Fig. 1: placed standard cells
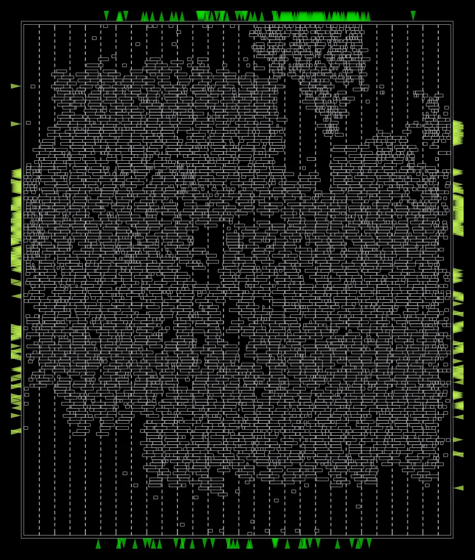
Fig. 2: I/O pins on the die edge
Pins as bars across the die edge, other pins in gray.
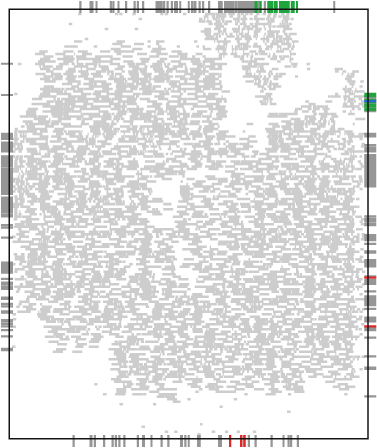
### src/rtl/wb_trace_monitor.sv
// wb_trace_monitor: commit-trace observer beside the WB stage.
// Keeps a ring buffer of the last DEPTH retired instructions, which is read
// back by age. Also keeps retired/cycle counters, shadows one result
// register, gives a pass/fail verdict at the halt instruction, and runs a
// no-commit watchdog. It only observes the pipeline and never stalls it.
module wb_trace_monitor #(
  parameter int          XLEN       = 32,
  parameter int          DEPTH      = 16,
  parameter int          TIMEOUT    = 1024,
  parameter logic [31:0] HALT_INST  = 32'h00100073,
  parameter int          RESULT_REG = 10
) (
  input  logic                      clk,
  input  logic                      rst,
  input  logic                      wb_valid,
  input  logic [XLEN-1:0]           wb_pc,
  input  logic [31:0]               wb_inst,
  input  logic                      wb_rf_we,
  input  logic [4:0]                wb_rd,
  input  logic [XLEN-1:0]           wb_data,
  input  logic                      rd_req,
  input  logic [$clog2(DEPTH)-1:0]  rd_idx,
  output logic                      rd_vld,
  output logic [XLEN-1:0]           rd_pc,
  output logic [31:0]               rd_inst,
  output logic                      rd_we,
  output logic [4:0]                rd_rd,
  output logic [XLEN-1:0]           rd_data,
  output logic [$clog2(DEPTH):0]    count,
  output logic [31:0]               retired,
  output logic [31:0]               cycles,
  output logic [XLEN-1:0]           result,
  output logic                      done,
  output logic                      pass,
  output logic                      timeout
);

  localparam int         IW     = $clog2(DEPTH);
  localparam int         CW     = IW + 1;
  localparam int         TW     = $clog2(TIMEOUT + 1);
  localparam logic [4:0] RES_RD = 5'(RESULT_REG);
  localparam bit         RES_EN = (RESULT_REG != 0);

  logic [XLEN-1:0] mem_pc   [DEPTH];
  logic [31:0]     mem_inst [DEPTH];
  logic            mem_we   [DEPTH];
  logic [4:0]      mem_rd   [DEPTH];
  logic [XLEN-1:0] mem_data [DEPTH];

  logic [IW-1:0]   wr_ptr;
  logic [TW-1:0]   idle_cnt;

  logic            frozen;
  logic            commit;
  logic            result_we;
  logic [XLEN-1:0] result_next;
  logic            halt_hit;
  logic            idle_expire;
  logic [IW-1:0]   rd_addr;
  logic            rd_hit;

  // Commit qualification, result forwarding for the halt verdict, read decode
  always_comb begin
    frozen      = done | timeout;
    commit      = wb_valid & ~frozen;
    result_we   = commit & wb_rf_we & (wb_rd == RES_RD) & RES_EN;
    result_next = result_we ? wb_data : result;
    halt_hit    = commit & (wb_inst == HALT_INST);
    idle_expire = ~frozen & ~wb_valid & (idle_cnt == TW'(TIMEOUT - 1));
    rd_addr     = wr_ptr - IW'(1) - rd_idx;
    rd_hit      = ({1'b0, rd_idx} < count);
  end

  // Trace storage; validity is tracked by count, so the array needs no reset
  always_ff @(posedge clk) begin
    if (commit) begin
      mem_pc[wr_ptr]   <= wb_pc;
      mem_inst[wr_ptr] <= wb_inst;
      mem_we[wr_ptr]   <= wb_rf_we;
      mem_rd[wr_ptr]   <= wb_rd;
      mem_data[wr_ptr] <= wb_data;
    end
  end

  // Write pointer, occupancy, counters, result shadow, verdict and watchdog
  always_ff @(posedge clk) begin
    if (rst) begin
      wr_ptr   <= '0;
      count    <= '0;
      idle_cnt <= '0;
      retired  <= '0;
      cycles   <= '0;
      result   <= '0;
      done     <= 1'b0;
      pass     <= 1'b0;
      timeout  <= 1'b0;
    end else if (!frozen) begin
      cycles <= cycles + 32'd1;
      result <= result_next;
      if (commit) begin
        wr_ptr   <= wr_ptr + IW'(1);
        retired  <= retired + 32'd1;
        idle_cnt <= '0;
        if (count != CW'(DEPTH)) count <= count + CW'(1);
      end else begin
        idle_cnt <= idle_cnt + TW'(1);
      end
      if (halt_hit) begin
        done <= 1'b1;
        pass <= (result_next == '0);
      end
      if (idle_expire) timeout <= 1'b1;
    end
  end

  // Registered age-indexed read; fields hold when no request is made
  always_ff @(posedge clk) begin
    if (rst) begin
      rd_vld  <= 1'b0;
      rd_pc   <= '0;
      rd_inst <= '0;
      rd_we   <= 1'b0;
      rd_rd   <= '0;
      rd_data <= '0;
    end else if (rd_req) begin
      rd_vld  <= rd_hit;
      rd_pc   <= rd_hit ? mem_pc[rd_addr]   : '0;
      rd_inst <= rd_hit ? mem_inst[rd_addr] : '0;
      rd_we   <= rd_hit ? mem_we[rd_addr]   : 1'b0;
      rd_rd   <= rd_hit ? mem_rd[rd_addr]   : '0;
      rd_data <= rd_hit ? mem_data[rd_addr] : '0;
    end else begin
      rd_vld <= 1'b0;
    end
  end

endmodule

### config.mk
export PLATFORM = sky130hd
export DESIGN_NAME = wb_trace_monitor
export DESIGN_NICKNAME = d
export VERILOG_FILES = /design/src/rtl/wb_trace_monitor.sv
export SDC_FILE = /design/constraint.sdc
export NUM_CORES = 2
export LEC_CHECK = 0
export CORE_ASPECT_RATIO = 1.2
export CORE_MARGIN = 2
export CORE_UTILIZATION = 40
export DETAILED_ROUTE_END_ITERATION = 8
export PLACE_DENSITY = 0.63
export SLEW_MARGIN = 20
export SYNTH_ARGS = -nofsm -noshare
export SYNTH_HDL_FRONTEND = slang
export SYNTH_SLANG_ARGS = --single-unit
### constraint.sdc
create_clock -name clk -period 20.5 [get_ports clk]
set_clock_uncertainty 0.15 [all_clocks]
set_input_delay 6.15 -clock clk [delete_from_list [all_inputs] [get_ports clk]]
set_output_delay 6.15 -clock clk [all_outputs]
set_load 0.05 [all_outputs]
==> flow_metrics.env <==
# implementation run metrics
export IMPL_yosysMostFrequentCell="sky130_fd_sc_hd__edfxtp_1"
export IMPL_report_power_total_mw=8.39
export IMPL_ys_warn_count=0
export IMPL_routed_wl_met3_um=15000
export IMPL_critPathMaxFanout=59
export IMPL_synth_cellmix_compoundShare_pct=5.25
export IMPL_power_sequential_total_mw=4.19
export IMPL_gr_max_usage_layer="met2"
export IMPL_warning_total_across_the_stage_logs=85
export IMPL_total_i_o_pin_count=317
export IMPL_cp_top_family="buffers and inverters"
export IMPL_fp_util_pct=40.2
export IMPL_top_cell_area_share_pct=69.1
export IMPL_clock_latency_ns=0.85
export IMPL_fin_area_um2=83000
export IMPL_worst_hold_startpoint="idle_cnt[1]$_SDFFE_PP0N_"
export IMPL_well_tap_count=2308
export IMPL_highest_layer="met5"
export IMPL_power_density_nw_per_um2=101
export IMPL_non_clock_buffer_count=383
export IMPL_pwr_share_clk_pct=39.6
export IMPL_timing_worst_slew_pin_value_ns=1.11
export IMPL_worstPathCellList="clkdlybuf4s50_1 > inv_1 > ha_4 > inv_1 > fa_4 > buf_4 > buf_4 > buf_4 > mux4_2 > or2_2 > o2111ai_1 > a31oi_1"
export IMPL_ir_drop_v=0.0000657
export IMPL_grt_use_met1_pct=29.3
export IMPL_dieHeight_um=465
export IMPL_drtIter0Drc=3735
export IMPL_clockBufferCount=266
export IMPL_maxSlewViolCount=0
export IMPL_clock_area_share_pct=7.23
export IMPL_status="finished clean"
export IMPL_worst_path_most_repeated_cell="sky130_fd_sc_hd__buf_4"
export IMPL_chip_area_um2=181000
export IMPL_cts_reportedPaths_clkPinSlew_ns=0.06
export IMPL_layout_buffer_nonclock_area_share_pct=4.72
export IMPL_synth_adder_area_share_pct=0.293
export IMPL_flop_area_um2=53500
export IMPL_cts_post_setup_buffers_inserted=0
export IMPL_tritoncts_num_buffers=184
export IMPL_place_detailed_instances=6203
export IMPL_netSwitchingFraction_pct=24.0
export IMPL_post_synth_mux_area_share_pct=12.6
export IMPL_clk_power_mw=3.32
export IMPL_critical_path_class="in -> reg"
export IMPL_antenna_diode_count=2
export IMPL_clock_tree_from_tritoncts="done"
export IMPL_hold_path_class="reg -> reg"
export IMPL_critical_path_reg2reg_startpoint="wr_ptr[0]$_SDFFE_PP0P_"
export IMPL_fp_row_count=169
export IMPL_num_nonclk_inverters=21
export IMPL_p_comb_mw=0.877
export IMPL_route_detailed_drc=0
export IMPL_synth_cells_yosys=3755
export IMPL_met1Wirelength_um=81000
export IMPL_global_route_met2_utilization_pct=32.8
export IMPL_mappedNetlistNets=3881
export IMPL_portion_of_the_post_synthesis_area_used_by_sequential_elements_pct=75.3
export IMPL_edf_count=1632
export IMPL_wl_met2_um=88900
export IMPL_setup_viol_count_final=0
export IMPL_cellInternalPower_mw=6.38
export IMPL_reg_largest_list="mem_data x512, mem_inst x512, mem_pc x512"
export IMPL_drv_max_cap_violation_count=0
export IMPL_critical_path_startpoint="rd_idx[0]"
export IMPL_reg_to_reg_endpoint="rd_data[0]$_SDFFE_PP0P_"
export IMPL_yosys_dominant_comb_family="multiplexers"
export IMPL_setup_worst_path_end="rd_data[0]$_SDFFE_PP0P_"
export IMPL_logic_gate_count=1637
export IMPL_seqPwrFrac_pct=50.0
export IMPL_library_cells_used_by_synthesis=59
export IMPL_total_leakage_power_nw=25.7
export IMPL_most_instantiated_logic_cell_after_routing="sky130_fd_sc_hd__edfxtp_1"
export IMPL_critical_path_slowest_cell="sky130_fd_sc_hd__fa_4"
export IMPL_lay_top_cells="1632 x sky130_fd_sc_hd__edfxtp_1, 314 x sky130_fd_sc_hd__clkdlybuf4s50_1, 306 x sky130_fd_sc_hd__mux4_2"
export IMPL_first_pass_grt_wire_length_um=272000
export IMPL_post_synth_most_frequent_cells="1632 x sky130_fd_sc_hd__edfxtp_1, 306 x sky130_fd_sc_hd__mux4_2, 222 x sky130_fd_sc_hd__dfxtp_1"
export IMPL_groute_usage_overall_pct=20.6
export IMPL_finalHoldViolations=0
export IMPL_via_count_of_the_first_global_routing_pass=38500
export IMPL_crit_arrival_ns=11.14
export IMPL_netlist_top_cells_area="sky130_fd_sc_hd__edfxtp_1 69%, sky130_fd_sc_hd__mux4_2 9.7%, sky130_fd_sc_hd__dfxtp_1 6.3%"
export IMPL_cts_root_cell="sky130_fd_sc_hd__clkbuf_16"
export IMPL_timing_final_crit_period_ns=10.64
export IMPL_sink_count_of_the_clock_tree=1854
export IMPL_proportion_of_cell_area_occupied_by_registers_pct=64.4
export IMPL_layout_worst_path_cycle_share_pct=51.9
-- Fig. 1 (at the start) --
FFs & Latches: 1854
final cell utilization of the core: 47.0%
filler cell count: 14.7k

-- Fig. 2 (at the start) --
cycles: in green, pins 32, direction output, edge 23 top, 9 right. wb_rd: in red, pins 5, direction input, edge 3 bottom, 2 right. rd_vld: in blue, pins 1, direction output, edge right.
All pins by edge: 98 right, 92 top, 92 left, 35 bottom.

